## config.mk

```make
export PLATFORM = sky130hd
export DESIGN_NAME = pump_drive_sequencer
export DESIGN_NICKNAME = d
export VERILOG_FILES = /design/src/rtl/pump_pkg.sv /design/src/rtl/duty_ramp.sv /design/src/rtl/pump_drive_sequencer.sv
export SDC_FILE = /design/constraint.sdc
export NUM_CORES = 1
export LEC_CHECK = 0
export ABC_AREA = 1
export CAP_MARGIN = 20
export CORE_AREA = 5 5 157 99
export DETAILED_ROUTE_END_ITERATION = 10
export DIE_AREA = 0 0 162 104
export PLACE_DENSITY_LB_ADDON = 0.3
export SKIP_LAST_GASP = 1
export SLEW_MARGIN = 15
export SYNTH_ARGS = -nofsm -noshare
export SYNTH_HDL_FRONTEND = slang
export SYNTH_SLANG_ARGS = --single-unit
```

## constraint.sdc

```tcl
create_clock -name clk -period 3 [get_ports clk]
set_input_delay 0.6 -clock clk [delete_from_list [all_inputs] [get_ports clk]]
set_output_delay 0.6 -clock clk [all_outputs]
set_load 0.02 [all_outputs]
```

## src/rtl/pump_pkg.sv

```systemverilog
// Shared types and constants for the pump drive sequencer.
// Holds the FSM state encoding, PWM limits, ownership codes and the saturating step helper.
package pump_pkg;

    typedef enum logic [2:0] {
        ST_IDLE,
        ST_RUN_A,
        ST_RUN_B,
        ST_RAMP_DOWN,
        ST_DEAD
    } pump_state_t;

    localparam logic [7:0] PWM_MAX = 8'd230;
    localparam logic [7:0] PWM_MIN = 8'd77;

    localparam logic [1:0] PUMP_NONE = 2'b00;
    localparam logic [1:0] PUMP_A    = 2'b01;
    localparam logic [1:0] PUMP_B    = 2'b10;

    // Move cur toward tgt by at most step; 9-bit intermediates keep the result from wrapping.
    function automatic logic [7:0] sat_step(input logic [7:0] cur,
                                            input logic [7:0] tgt,
                                            input logic [7:0] step);
        logic [8:0] diff;
        logic [8:0] moved;
        diff     = 9'd0;
        moved    = 9'd0;
        sat_step = cur;
        if (tgt > cur) begin
            diff     = {1'b0, tgt} - {1'b0, cur};
            moved    = {1'b0, cur} + {1'b0, step};
            sat_step = (diff <= {1'b0, step}) ? tgt : 8'(moved);
        end else if (tgt < cur) begin
            diff     = {1'b0, cur} - {1'b0, tgt};
            moved    = {1'b0, cur} - {1'b0, step};
            sat_step = (diff <= {1'b0, step}) ? tgt : 8'(moved);
        end
    endfunction

endpackage

```

## src/rtl/duty_ramp.sv

```systemverilog
// Saturating duty stepper shared by whichever pump currently owns the drive.
// On tick the duty moves one STEP toward target without overshoot; otherwise it holds.
module duty_ramp
    import pump_pkg::*;
#(
    parameter logic [7:0] STEP = 8'd1
) (
    input  logic [7:0] current,
    input  logic [7:0] target,
    input  logic       tick,
    output logic [7:0] next
);

    always_comb begin
        next = current;
        if (tick) begin
            next = sat_step(current, target, STEP);
        end
    end

endmodule

```

## src/rtl/pump_drive_sequencer.sv

```systemverilog
// Two-pump drive sequencer with ramping, dead-time handover, estop and interlock detection.
// Define PUMP_RAMP_EN to ramp duties per tick; without it duties jump straight to the request.
//
// state        | meaning
// -------------+--------------------------------------------------------------
// ST_IDLE      | both duties 0, waiting for a request (A has priority)
// ST_RUN_A     | pump A owns the drive, duty A tracks req_duty_a
// ST_RUN_B     | pump B owns the drive, duty B tracks req_duty_b
// ST_RAMP_DOWN | owned duty falls to 0 before the handover
// ST_DEAD      | both duties 0 for DEAD_TIME_CYCLES, requests ignored; held by estop
module pump_drive_sequencer
    import pump_pkg::*;
#(
    parameter int         RAMP_DIV         = 50_000,
    parameter logic [7:0] RAMP_STEP        = 8'd1,
    parameter int         DEAD_TIME_CYCLES = 25_000_000
) (
    input  logic       clk,
    input  logic       reset_n,
    input  logic [7:0] req_duty_a,
    input  logic [7:0] req_duty_b,
    input  logic       estop,
    output logic [7:0] pwm_duty_a,
    output logic [7:0] pwm_duty_b,
    output logic [1:0] active_pump,
    output logic       interlock_err
);

`ifdef PUMP_RAMP_EN
    localparam bit         RAMP_EN  = 1'b1;
    localparam logic [7:0] EFF_STEP = RAMP_STEP;
`else
    // A full-scale step every cycle makes the shared stepper a plain copy of the target.
    localparam bit         RAMP_EN  = 1'b0;
    localparam logic [7:0] EFF_STEP = 8'hFF;
`endif

    localparam int TW = (RAMP_DIV > 1) ? $clog2(RAMP_DIV) : 1;
    localparam int DW = (DEAD_TIME_CYCLES > 1) ? $clog2(DEAD_TIME_CYCLES) : 1;
    localparam logic [TW-1:0] TICK_LAST = TW'(RAMP_DIV - 1);
    localparam logic [DW-1:0] DEAD_LOAD =
        (DEAD_TIME_CYCLES > 0) ? DW'(DEAD_TIME_CYCLES - 1) : '0;

    pump_state_t   state;
    logic          owner_a;
    logic [TW-1:0] tick_cnt;
    logic [DW-1:0] dead_cnt;
    logic          ramp_tick;
    logic          step_en;
    logic [7:0]    cur_duty;
    logic [7:0]    tgt_duty;
    logic [7:0]    next_duty;

    assign ramp_tick = (tick_cnt == TICK_LAST);

    always_ff @(posedge clk or negedge reset_n) begin
        if (!reset_n) begin
            tick_cnt <= '0;
        end else if (ramp_tick) begin
            tick_cnt <= '0;
        end else begin
            tick_cnt <= tick_cnt + TW'(1);
        end
    end

    assign step_en  = ramp_tick | ~RAMP_EN;
    assign cur_duty = owner_a ? pwm_duty_a : pwm_duty_b;
    assign tgt_duty = (state == ST_RAMP_DOWN) ? 8'd0 : (owner_a ? req_duty_a : req_duty_b);

    duty_ramp #(
        .STEP(EFF_STEP)
    ) u_duty_ramp (
        .current(cur_duty),
        .target (tgt_duty),
        .tick   (step_en),
        .next   (next_duty)
    );

    always_ff @(posedge clk or negedge reset_n) begin
        if (!reset_n) begin
            state         <= ST_IDLE;
            owner_a       <= 1'b0;
            dead_cnt      <= '0;
            pwm_duty_a    <= 8'd0;
            pwm_duty_b    <= 8'd0;
            active_pump   <= PUMP_NONE;
            interlock_err <= 1'b0;
        end else begin
            interlock_err <= (req_duty_a != 8'd0) && (req_duty_b != 8'd0) && (state != ST_DEAD);
            if (estop) begin
                // Reloading here restarts the dead time from the cycle estop releases.
                state       <= ST_DEAD;
                dead_cnt    <= DEAD_LOAD;
                pwm_duty_a  <= 8'd0;
                pwm_duty_b  <= 8'd0;
                active_pump <= PUMP_NONE;
            end else begin
                case (state)
                    ST_IDLE: begin
                        pwm_duty_a  <= 8'd0;
                        pwm_duty_b  <= 8'd0;
                        active_pump <= PUMP_NONE;
                        if (req_duty_a != 8'd0) begin
                            state       <= ST_RUN_A;
                            owner_a     <= 1'b1;
                            active_pump <= PUMP_A;
                        end else if (req_duty_b != 8'd0) begin
                            state       <= ST_RUN_B;
                            owner_a     <= 1'b0;
                            active_pump <= PUMP_B;
                        end
                    end
                    ST_RUN_A: begin
                        pwm_duty_b <= 8'd0;
                        if ((req_duty_a == 8'd0) || (req_duty_b != 8'd0)) begin
                            state <= ST_RAMP_DOWN;
                        end else begin
                            pwm_duty_a <= next_duty;
                        end
                    end
                    ST_RUN_B: begin
                        pwm_duty_a <= 8'd0;
                        if ((req_duty_b == 8'd0) || (req_duty_a != 8'd0)) begin
                            state <= ST_RAMP_DOWN;
                        end else begin
                            pwm_duty_b <= next_duty;
                        end
                    end
                    ST_RAMP_DOWN: begin
                        if ((cur_duty == 8'd0) || !RAMP_EN) begin
                            state       <= ST_DEAD;
                            dead_cnt    <= DEAD_LOAD;
                            pwm_duty_a  <= 8'd0;
                            pwm_duty_b  <= 8'd0;
                            active_pump <= PUMP_NONE;
                        end else if (owner_a) begin
                            pwm_duty_a <= next_duty;
                        end else begin
                            pwm_duty_b <= next_duty;
                        end
                    end
                    ST_DEAD: begin
                        pwm_duty_a  <= 8'd0;
                        pwm_duty_b  <= 8'd0;
                        active_pump <= PUMP_NONE;
                        if (dead_cnt == '0) begin
                            state <= ST_IDLE;
                        end else begin
                            dead_cnt <= dead_cnt - DW'(1);
                        end
                    end
                    default: begin
                        state <= ST_IDLE;
                    end
                endcase
            end
        end
    end

endmodule

```

**Run 1: M2 wires**

Cells faint in the background.
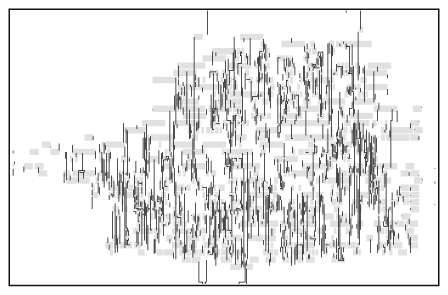
The longest straight run is 42.5 um. The layer holds 34% of the routed length.

**Run 1: clock nets**

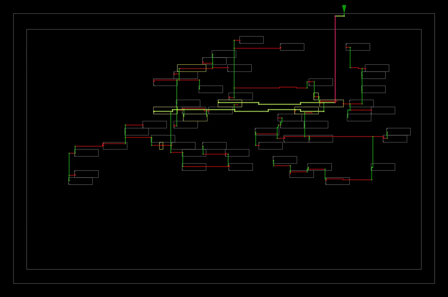
number of sequential storage elements: 48
reported clock group power: 0.639 mW
worst clock skew: 0.01344 ns

**Run 1: signal wires on met1**

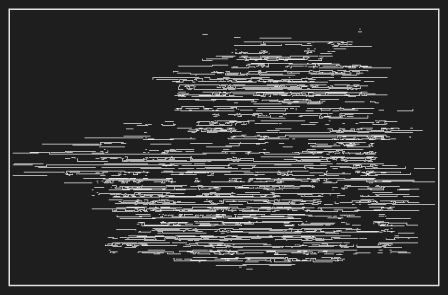
670 nets have wire on it. The wires run mostly horizontal. The layer carries 7390 um of wire.

==> results_dict.tcl, run 1 <==
# place-and-route summary
set metrics [dict create \
    synth.top_cell.area_share_pct 29.42 \
    setup.worst_path.start "req_duty_b[7]" \
    die_y_um 104 \
    timing.setup.critical_path_class "in -> reg" \
    finish.utilization_pct 36.22 \
    nets 728 \
    coreArea_mm2 0.01404 \
    yosys.stat.seqShare_pct 29.42 \
    final_min_period_over_clock_period_pct 93.34 \
    route.detailed.drc 0 \
    place_hpwl_mm 9.766 \
    logic_area_mm2 0.002510 \
    p_sw_share_pct 36.50 \
    power.clock.fraction_pct 29.5 \
    regToRegStartpoint "state[2]" \
    syn-num-nets 657 \
    final-seq-area_mm2 0.001202 \
    max-clock-path-buffers 2 \
    intPower_mw 1.377 \
    syn_inst 617 \
    total_count_of_hold_check_failures_in_the_final_report 0 \
    edf_count 0 \
    worst_pin_slew_ns 0.6514 \
    htree_num_levels 2 \
    synthArstFlopShare_pct 100.0 \
    warning_count 38 \
    first_global_vias 3613 \
    drt.antenna.violating_nets 0 \
    areaGrowthSynthToFinish_pct 24.55 \
    yosys_warnings 0 \
    fraction_of_final_layout_cells_with_drive_strength_greater_than_1_pct 15.38 \
    place_inst 858 \
    numSynthFlops 48 \
    final_slew_violations 0 \
    ys_chip_area_mm2 0.004083 \
    finalNonFillerCells 869 \
    static-leakage-power_nw 2.510 \
    net-switching-power_mw 0.7915 \
    yosysCellCount 617 \
    final_cell_area_mm2 0.005085 \
    cts-buffers-inserted 5 \
    core_util_floorplan_pct 29.08 \
    rsz0062_at_grt "no" \
    first_iter_violations 406 \
    synth.area.top_cells "sky130_fd_sc_hd__dfrtp_1 (29%), sky130_fd_sc_hd__nand2_1 (17%), sky130_fd_sc_hd__inv_1 (7.2%), sky130_fd_sc_hd__nand3_1 (6.9%), sky130_fd_sc_hd__ha_1 (6.1%)" \
    yosys-top-cells-count "sky130_fd_sc_hd__nand2_1 (189), sky130_fd_sc_hd__inv_1 (78), sky130_fd_sc_hd__nor2_1 (65)" \
    wire_length_of_the_first_global_routing_pass_mm 19.91 \
    routed-via-count 4130 \
    path_clk_slew_ns 0.07 \
    pin_count_of_the_biggest_net_entering_global_routing 29 \
    fillerInstances 1488 \
    timing.slew.headroom_pct 56.57 \
    drt_wl_total_mm 12.40 \
    die_width_um 162 \
    worst-endpoint-required_ns 3.18 \
    grt.total_usage_pct 14.36 \
    finalSetupViolCount 0 \
    die-area_mm2 0.01685 \
    dpl_worst_slack_ns -0.1041 \
    hold-worst-slack_ns 0.3324 \
    post_dp_cell_area_mm2 0.004855 \
    root_buffer "sky130_fd_sc_hd__clkbuf_16" \
    top_area_cell "sky130_fd_sc_hd__dfrtp_1" \
    r2r_slack_ns 0.24 \
    status "completed" \
    per_cell_routed_wire_length_um 14.27 \
    ys_types 43 \
    timing.critical_path.arrival_ns 2.98 \
    worst_setup_path_start_kind "input port" \
    post_synthesis_instance_area_mm2 0.004083 \
    setup-tns-final_ns 0 \
    drt_pass1_iterations 7 \
    antenna_found_initial 0 \
    critPathMaxFanout 5 \
    post-layout-total-power_mw 2.169 \
    clk-insertion-delay-late_ns 0.29 \
    final_replace_weighted_congestion 0.9242 \
    postSynth.topFlopCell "sky130_fd_sc_hd__dfrtp_1" \
    power_density_mw_per_mm2 426.5 \
    placement_rows 34 \
    drt-vias-per-instance 4.753 \
    tritoncts "done" \
    worstReg2RegEnd "pwm_duty_a[7]" \
    count_leader_synth "sky130_fd_sc_hd__nand2_1" \
    worst_r2r_path_depth 19 \
    power_frac_comb_pct 39.9 \
]
run 1: layout make-up:
class                      count  share of cell area (%)
inverter                      84                   6.373
sequential                    48                   23.65
clock inverter                 2                  0.6890
multi-input combinational    475                   49.36
tap                          180                   4.429
clock buffer                   6                   2.534
timing repair buffer          74                   12.97
run 1: placed cells by master, fill, tap and decap left out, types with 18 or more instances in the layout:
cell type,synthesis,routed
sky130_fd_sc_hd__dfrtp_1,48,47
sky130_fd_sc_hd__a21oi_1,20,18
sky130_fd_sc_hd__nand2_1,189,188
sky130_fd_sc_hd__inv_1,78,77
sky130_fd_sc_hd__nor2_1,65,65
sky130_fd_sc_hd__ha_1,20,20
sky130_fd_sc_hd__buf_4,1,35
sky130_fd_sc_hd__o21ai_0,20,18
sky130_fd_sc_hd__nand3_1,56,54
sky130_fd_sc_hd__nand4_1,18,18
sky130_fd_sc_hd__clkdlybuf4s50_1,0,36
run 1: state kept, by name, indices dropped and copies added, names as in the netlist:
name and cells:
interlock_err 1, dead_cnt 25, active_pump 2, pwm_duty_b 8
owner_a 1, state 3, pwm_duty_a 8
run 1: logic make-up (layout without fill, tap and decap cells):
| family | after synthesis | count (layout) | synth area share [%] |
|---|---|---|---|
| buffers and inverters | 94 | 166 | 9.960 |
| and+or+nand+nor | 389 | 389 | 44.47 |
| adders and majority gates | 21 | 21 | 6.620 |
| xor gates and xnor gates | 8 | 8 | 1.716 |
| AOI/OAI and AO/OA | 57 | 57 | 7.815 |
| DFF | 48 | 48 | 29.42 |
run 1: per-layer routing:
layer | global-route usage (%) | share of wire [%]
met2 | 16.95 | 34
met1 | 25.85 | 60
met5 | 0 | 0
met3 | 2.931 | 6.3
met4 | 0.9053 | 0.35
run 1: worst max-delay path: stages:
cell and delay (ns):
sky130_fd_sc_hd__clkdlybuf4s50_1 0.45, sky130_fd_sc_hd__inv_1 0.05, sky130_fd_sc_hd__o21ai_1 0.14, sky130_fd_sc_hd__nand2_1 0.15, sky130_fd_sc_hd__inv_1 0.09, sky130_fd_sc_hd__ha_1 0.27
sky130_fd_sc_hd__buf_4 0.17, sky130_fd_sc_hd__nand3_1 0.14, sky130_fd_sc_hd__nand2_1 0.11, sky130_fd_sc_hd__a21oi_4 0.15, sky130_fd_sc_hd__buf_6 0.14, sky130_fd_sc_hd__nand3_1 0.08
sky130_fd_sc_hd__nand2_1 0.07, sky130_fd_sc_hd__nand4_1 0.10, sky130_fd_sc_hd__nand2_1 0.09, sky130_fd_sc_hd__inv_1 0.05, sky130_fd_sc_hd__nand3_1 0.07, sky130_fd_sc_hd__nand2_1 0.05
run 1: power groups by stage:
stage | sequential (mW) | combinational (mW) | clock [mW]
6_report | 0.663 | 0.866 | 0.639
4_1_cts | 0.663 | 0.842 | 0.645
3_5_place_dp | 0.676 | 0.834 | 0
2_1_floorplan | 0.670 | 0.578 | 0
5_1_grt | 0.664 | 0.954 | 0.677
3_3_place_gp | 0.676 | 0.837 | 0
run 1: what timing repair did:
action                                  CTS  global route
setup buffers                             0             2
endpoints found under the setup margin    0            16
resized                                   0            15
==> run 2: changes to the inputs <==
--- a/config.mk
+++ b/config.mk
@@ -11,7 +11,6 @@
 export DETAILED_ROUTE_END_ITERATION = 10
 export DIE_AREA = 0 0 162 104
 export PLACE_DENSITY_LB_ADDON = 0.3
-export SKIP_LAST_GASP = 1
 export SLEW_MARGIN = 15
 export SYNTH_ARGS = -nofsm -noshare
 export SYNTH_HDL_FRONTEND = slang
==> results_dict.tcl, run 2 <==
# place-and-route summary
set metrics [dict create \
    post_synthesis_instance_area_mm2 0.004083 \
    yosys-top-cells-count "sky130_fd_sc_hd__nand2_1 (189), sky130_fd_sc_hd__inv_1 (78), sky130_fd_sc_hd__nor2_1 (65)" \
    largest_register_ff_count 25 \
    logic_area_mm2 0.002510 \
    post_dp_cell_area_mm2 0.004855 \
    r2r_slack_ns 0.24 \
    yosys_warnings 0 \
    layout_top_cells "sky130_fd_sc_hd__nand2_1 (188), sky130_fd_sc_hd__inv_1 (77), sky130_fd_sc_hd__nor2_1 (65)" \
    final_replace_weighted_congestion 0.9242 \
    dpl_worst_slack_ns -0.1041 \
    die_y_um 104 \
    drt_pass1_iterations 7 \
    core_util_floorplan_pct 29.08 \
    synth.area.top_cells "sky130_fd_sc_hd__dfrtp_1 (29%), sky130_fd_sc_hd__nand2_1 (17%), sky130_fd_sc_hd__inv_1 (7.2%), sky130_fd_sc_hd__nand3_1 (6.9%), sky130_fd_sc_hd__ha_1 (6.1%)" \
    final_min_period_over_clock_period_pct 93.34 \
    regToRegStartpoint "state[2]" \
    globalRouteMet3Util_pct 2.931 \
    final_cell_area_mm2 0.005085 \
    synthArstFlopShare_pct 100.0 \
    yosysCellCount 617 \
    timing.critical_path.arrival_ns 2.98 \
    fillerInstances 1488 \
    max-clock-path-buffers 2 \
    static-leakage-power_nw 2.510 \
    timing.slew.headroom_pct 56.57 \
    worst_setup_path_start_kind "input port" \
    path_clk_slew_ns 0.07 \
    final_slew_violations 0 \
    post-layout-total-power_mw 2.169 \
    power_density_mw_per_mm2 426.5 \
    status "completed" \
    ys_chip_area_mm2 0.004083 \
    route.detailed.drc 0 \
    rsz0062_at_grt "no" \
    die_width_um 162 \
    per_cell_routed_wire_length_um 14.27 \
    postSynth.topFlopCell "sky130_fd_sc_hd__dfrtp_1" \
    warning_count 38 \
    pin_count_of_the_biggest_net_entering_global_routing 29 \
    finish.utilization_pct 36.22 \
    layout.cells.most_common "sky130_fd_sc_hd__nand2_1" \
    final-seq-area_mm2 0.001202 \
    count_leader_synth "sky130_fd_sc_hd__nand2_1" \
    place_hpwl_mm 9.766 \
    clock_skew_ns 0.01344 \
    edf_count 0 \
    largest_reg_by_ff_count "dead_cnt" \
    root_buffer "sky130_fd_sc_hd__clkbuf_16" \
    first_global_vias 3613 \
    groute.layer.met2.usage_pct 16.95 \
]
## run 2: cell counts in the layout (fill, tap and decap cells not counted)
Identical to the previous run, type by type.
## run 2: stage by stage
step / hold WS, ns / cells / TNS [ns]
CTS: 0.3597 / 866 / 0
finish: 0.3324 / 869 / 0
floorplan: 0.3044 / 617 / 0
global route: 0.3726 / 869 / 0
detailed placement: 0.4722 / 858 / -1.198
global placement: 0.4721 / 858 / -1.007
## run 2: how the worst max path moves through the flow
stage                        startpoint             to  slack (ns)  cells past startpoint
after floorplan                 owner_a  pwm_duty_b[0]        0.28                     20
after global placement    req_duty_b[0]  pwm_duty_a[5]        -0.1                     19
after detailed placement  req_duty_b[0]  pwm_duty_a[5]       -0.10                     19
after CTS                 req_duty_b[0]  pwm_duty_a[5]        0.17                     19
after global routing      req_duty_b[7]  pwm_duty_b[6]       0.005                     18
final                     req_duty_b[7]  pwm_duty_a[7]        0.20                     18
## run 2: final cells by class
cell class                 instances  area share, %
inverter                          84          6.373
tap                              180          4.429
clock buffer                       6          2.534
sequential                        48          23.65
timing repair buffer              74          12.97
multi-input combinational        475          49.36
clock inverter                     2         0.6890
## run 2: cells by family (layout without fill, tap and decap cells)
logic type                 Yosys count  in the layout  share of synthesized area (%)
AOI/OAI and AO/OA                   57             57                          7.815
DFF                                 48             48                          29.42
xor gates and xnor gates             8              8                          1.716
buffers and inverters               94            166                          9.960
and+or+nand+nor                    389            389                          44.47
adders and majority gates           21             21                          6.620
## run 2: routing by layer
metal,share of wire (%),wire [um]
met2,34,4182
met5,0,0
met4,0.35,44
met3,6.3,779
met1,60,7393
## run 2: what timing repair did
action | in CTS | in global routing
hold buffers | 0 | 0
resized | 0 | 15
buffers inserted | 0 | 2
endpoints found under the setup margin | 0 | 16
## run 2: report_power, final
part,internal (mW),total [mW],switching [mW]
sequential,0.654,0.663,0.00936
combinational,0.330,0.866,0.536
clock,0.393,0.639,0.247
## run 2: worst max-delay path, stage by stage
cell and delay (ns):
sky130_fd_sc_hd__clkdlybuf4s50_1 0.45, sky130_fd_sc_hd__inv_1 0.05, sky130_fd_sc_hd__o21ai_1 0.14, sky130_fd_sc_hd__nand2_1 0.15
sky130_fd_sc_hd__inv_1 0.09, sky130_fd_sc_hd__ha_1 0.27, sky130_fd_sc_hd__buf_4 0.17, sky130_fd_sc_hd__nand3_1 0.14
sky130_fd_sc_hd__nand2_1 0.11, sky130_fd_sc_hd__a21oi_4 0.15, sky130_fd_sc_hd__buf_6 0.14, sky130_fd_sc_hd__nand3_1 0.08
sky130_fd_sc_hd__nand2_1 0.07, sky130_fd_sc_hd__nand4_1 0.10, sky130_fd_sc_hd__nand2_1 0.09, sky130_fd_sc_hd__inv_1 0.05
sky130_fd_sc_hd__nand3_1 0.07, sky130_fd_sc_hd__nand2_1 0.05
**Run 2: signal wires on met1**

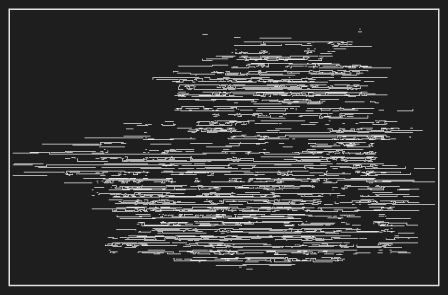
The layer holds 60% of the routed length. The longest straight run is 59.3 um.
count of vias placed by the detailed router: 4130
met1 demand-to-capacity share in global routing: 25.85%
wire length reported by the detailed router: 12.40 mm

**Run 2: clock nets**

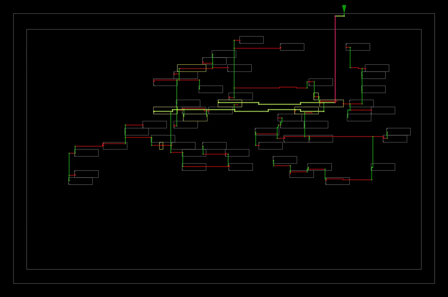
clock latency at the later pin of the worst-skew pair: 0.29 ns
clk sink count: 48
number of CTS-inserted buffers: 5

==> run 3: changes to the inputs <==
--- a/config.mk
+++ b/config.mk
@@ -7,9 +7,9 @@
 export LEC_CHECK = 0
 export ABC_AREA = 1
 export CAP_MARGIN = 20
-export CORE_AREA = 5 5 157 99
+export CORE_AREA = 5 5 123 78
 export DETAILED_ROUTE_END_ITERATION = 10
-export DIE_AREA = 0 0 162 104
+export DIE_AREA = 0 0 128 83
 export PLACE_DENSITY_LB_ADDON = 0.3
 export SLEW_MARGIN = 15
 export SYNTH_ARGS = -nofsm -noshare
**Run 3: cell sizes after repair**

Bar = 50 um.
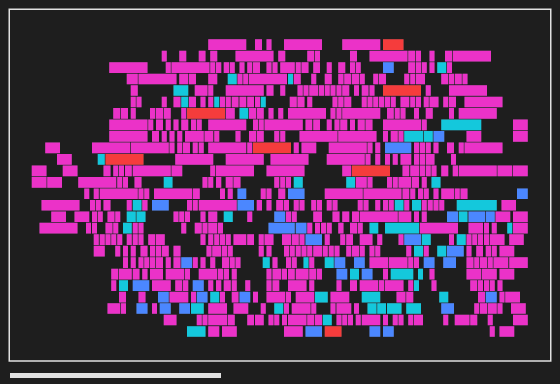
Key: cyan = _2 cells [cells 52, share 7.7%]; red = _6 and larger [cells 7, share 1.0%]; magenta = _0 and _1 cells [cells 579, share 86%]; blue = _3 and _4 cells [cells 37, share 5.5%]
setup ws final: 0.1163 ns
buffers outside the clock class: 60

==> results_dict.tcl, run 3 <==
# place-and-route summary
set metrics [dict create \
    status "completed" \
    final_slew_violations 0 \
    path_clk_slew_ns 0.07 \
    root_buffer "sky130_fd_sc_hd__clkbuf_16" \
    coreArea_mm2 0.008328 \
    crit_path_max_incr_delay_ns 0.49 \
    first_iter_violations 525 \
    drt.antenna.violating_nets 0 \
    power_density_mw_per_mm2 423.6 \
    setup-tns-final_ns 0 \
    intPower_mw 1.289 \
    syn_inst 617 \
    synthArstFlopShare_pct 100.0 \
    postSynth.topFlopCell "sky130_fd_sc_hd__dfrtp_1" \
    layout_top_cells "sky130_fd_sc_hd__nand2_1 (187), sky130_fd_sc_hd__inv_1 (75), sky130_fd_sc_hd__nor2_1 (64)" \
    synth.area.top_cells "sky130_fd_sc_hd__dfrtp_1 (29%), sky130_fd_sc_hd__nand2_1 (17%), sky130_fd_sc_hd__inv_1 (7.2%), sky130_fd_sc_hd__nand3_1 (6.9%), sky130_fd_sc_hd__ha_1 (6.1%)" \
    timing.setup.critical_path_class "in -> reg" \
    clock_sinks 48 \
    area_fraction_in_compound_gates_after_synthesis_pct 7.815 \
    route.detailed.drc 0 \
    clk-insertion-delay-late_ns 0.29 \
    placement_rows 26 \
    critical-path-top-delay-family "simple AND/OR/NAND/NOR gates" \
    topCombFamilyByArea "simple AND/OR/NAND/NOR gates" \
    largest_register_ff_count 25 \
    timing.slew.headroom_pct 58.50 \
    max-clock-path-buffers 2 \
    timing.critical_path.arrival_ns 3.06 \
    power.clock.fraction_pct 27.8 \
    yosys-top-cells-count "sky130_fd_sc_hd__nand2_1 (189), sky130_fd_sc_hd__inv_1 (78), sky130_fd_sc_hd__nor2_1 (65)" \
    timing.critical_path.slowest_stage_cell "sky130_fd_sc_hd__clkdlybuf4s50_1" \
    place_hpwl_mm 8.714 \
    core_util_floorplan_pct 49.02 \
    die-area_mm2 0.01062 \
    nets 714 \
    die_y_um 83 \
    wire_length_of_the_first_global_routing_pass_mm 18.99 \
    edf_count 0 \
    net-switching-power_mw 0.7645 \
    finalNonFillerCells 787 \
    grt.total_usage_pct 21.56 \
    total_count_of_hold_check_failures_in_the_final_report 0 \
    top_area_cell "sky130_fd_sc_hd__dfrtp_1" \
    largest_reg_by_ff_count "dead_cnt" \
]
**Run 3: M2 wires**

Cells faint in the background.
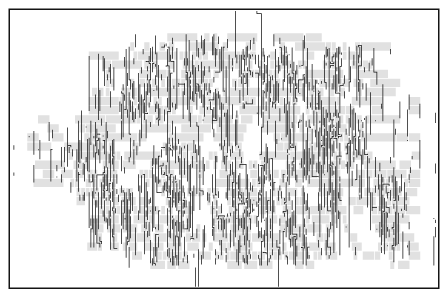
wire length reported by the detailed router: 11.46 mm
count of vias placed by the detailed router: 4230

[run 3: cells by family after synthesis]
logic type               Yosys count
XOR/XNOR                           8
AND/OR/NAND/NOR                  389
buffers and inverters             94
AND-OR/OR-AND                     57
adder cells (fa/ha/maj)           21
flip-flops                        48
[run 3: cell type report]
class	count	area share [%]
Inverter	84	6.606
Clock buffer	6	2.865
Sequential cell	48	24.83
Multi-Input combinational cell	475	51.38
Timing Repair Buffer	60	11.23
Clock inverter	2	0.2065
Tap cell	112	2.890
[run 3: what timing repair did]
item	4_1_cts	5_1_grt
gates resized	0	15
setup buffers	0	0
hold buffers	0	0
endpoints found under the setup margin	0	16
[run 3: worst paths after layout]
| path | start | slack [ns] | cells past startpoint | endpoint |
|---|---|---|---|---|
| max reg2reg | state[2] | 0.18 | 19 | pwm_duty_b[7] |
| min | reset_n | 0.31 | 1 | dead_cnt[20] |
| max in group asynchronous | reset_n | 2.25 | 1 | owner_a |
| min reg2reg | active_pump[0] | 0.48 | 2 | active_pump[0] |
| min in group clk | active_pump[0] | 0.48 | 2 | active_pump[0] |
| max | req_duty_a[0] | 0.12 | 18 | pwm_duty_b[7] |
[run 3: power by group through the flow]
stage	logic (mW)	registers [mW]	clock network [mW]
CTS	0.792	0.667	0.577
global placement	0.775	0.679	0
finish	0.815	0.668	0.571
global route	0.895	0.668	0.610
floorplan	0.578	0.670	0
detailed placement	0.786	0.679	0
[run 3: through the flow]
step           util (%)  area, um^2  setup slack (ns)  hold slack (ns)
5_1_grt           58.22        4848          -0.02935           0.3763
6_report          58.22        4848            0.1163           0.3147
3_5_place_dp      56.04        4667           -0.1276           0.4728
2_1_floorplan         -        4083            0.2770           0.3044
4_1_cts           57.83        4816            0.1556           0.4893
3_3_place_gp      56.04        4667          -0.09613           0.4646
[run 3: worst register-to-register path, stage by stage (launching register included)]
cell	delay, ns
sky130_fd_sc_hd__dfrtp_2	0.42
sky130_fd_sc_hd__inv_1	0.12
sky130_fd_sc_hd__nand3_4	0.14
sky130_fd_sc_hd__inv_1	0.13
sky130_fd_sc_hd__or2_4	0.26
sky130_fd_sc_hd__inv_2	0.05
sky130_fd_sc_hd__ha_2	0.15
sky130_fd_sc_hd__inv_2	0.04
sky130_fd_sc_hd__fa_2	0.39
sky130_fd_sc_hd__nand2_2	0.08
sky130_fd_sc_hd__nand2_2	0.06
sky130_fd_sc_hd__a21oi_2	0.20
sky130_fd_sc_hd__buf_6	0.15
sky130_fd_sc_hd__nand3_1	0.08
sky130_fd_sc_hd__nand2_1	0.07
sky130_fd_sc_hd__nand4_1	0.10
sky130_fd_sc_hd__nand2_1	0.10
sky130_fd_sc_hd__inv_1	0.05
sky130_fd_sc_hd__nand3_1	0.06
sky130_fd_sc_hd__nand2_1	0.06
[run 3: metal layers]
layer	part of all wire, %	vias up	global-route usage [%]
li1	-	2088	-
met1	51	1945	35.36
met2	39	177	28.77
met3	9.2	20	4.487
met4	1.0	0	3.372
met5	0	-	0

==> notes/layouts.md <==
Pictures saved along the way, in no particular order.

Metal layers overlaid.
Only two layers are drawn.
picture 1
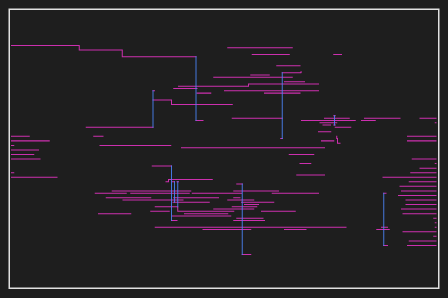
picture 2
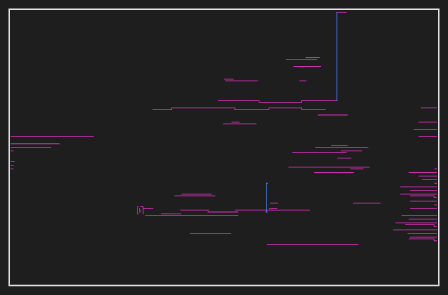
For run 1, see picture 2.
For run 3, see picture 1.

Key to picture 1:
Key: magenta = metal 3 [wire length 1060 um]; blue = metal 4 [wire length 119 um]

Power and IR drop assume default switching activity.
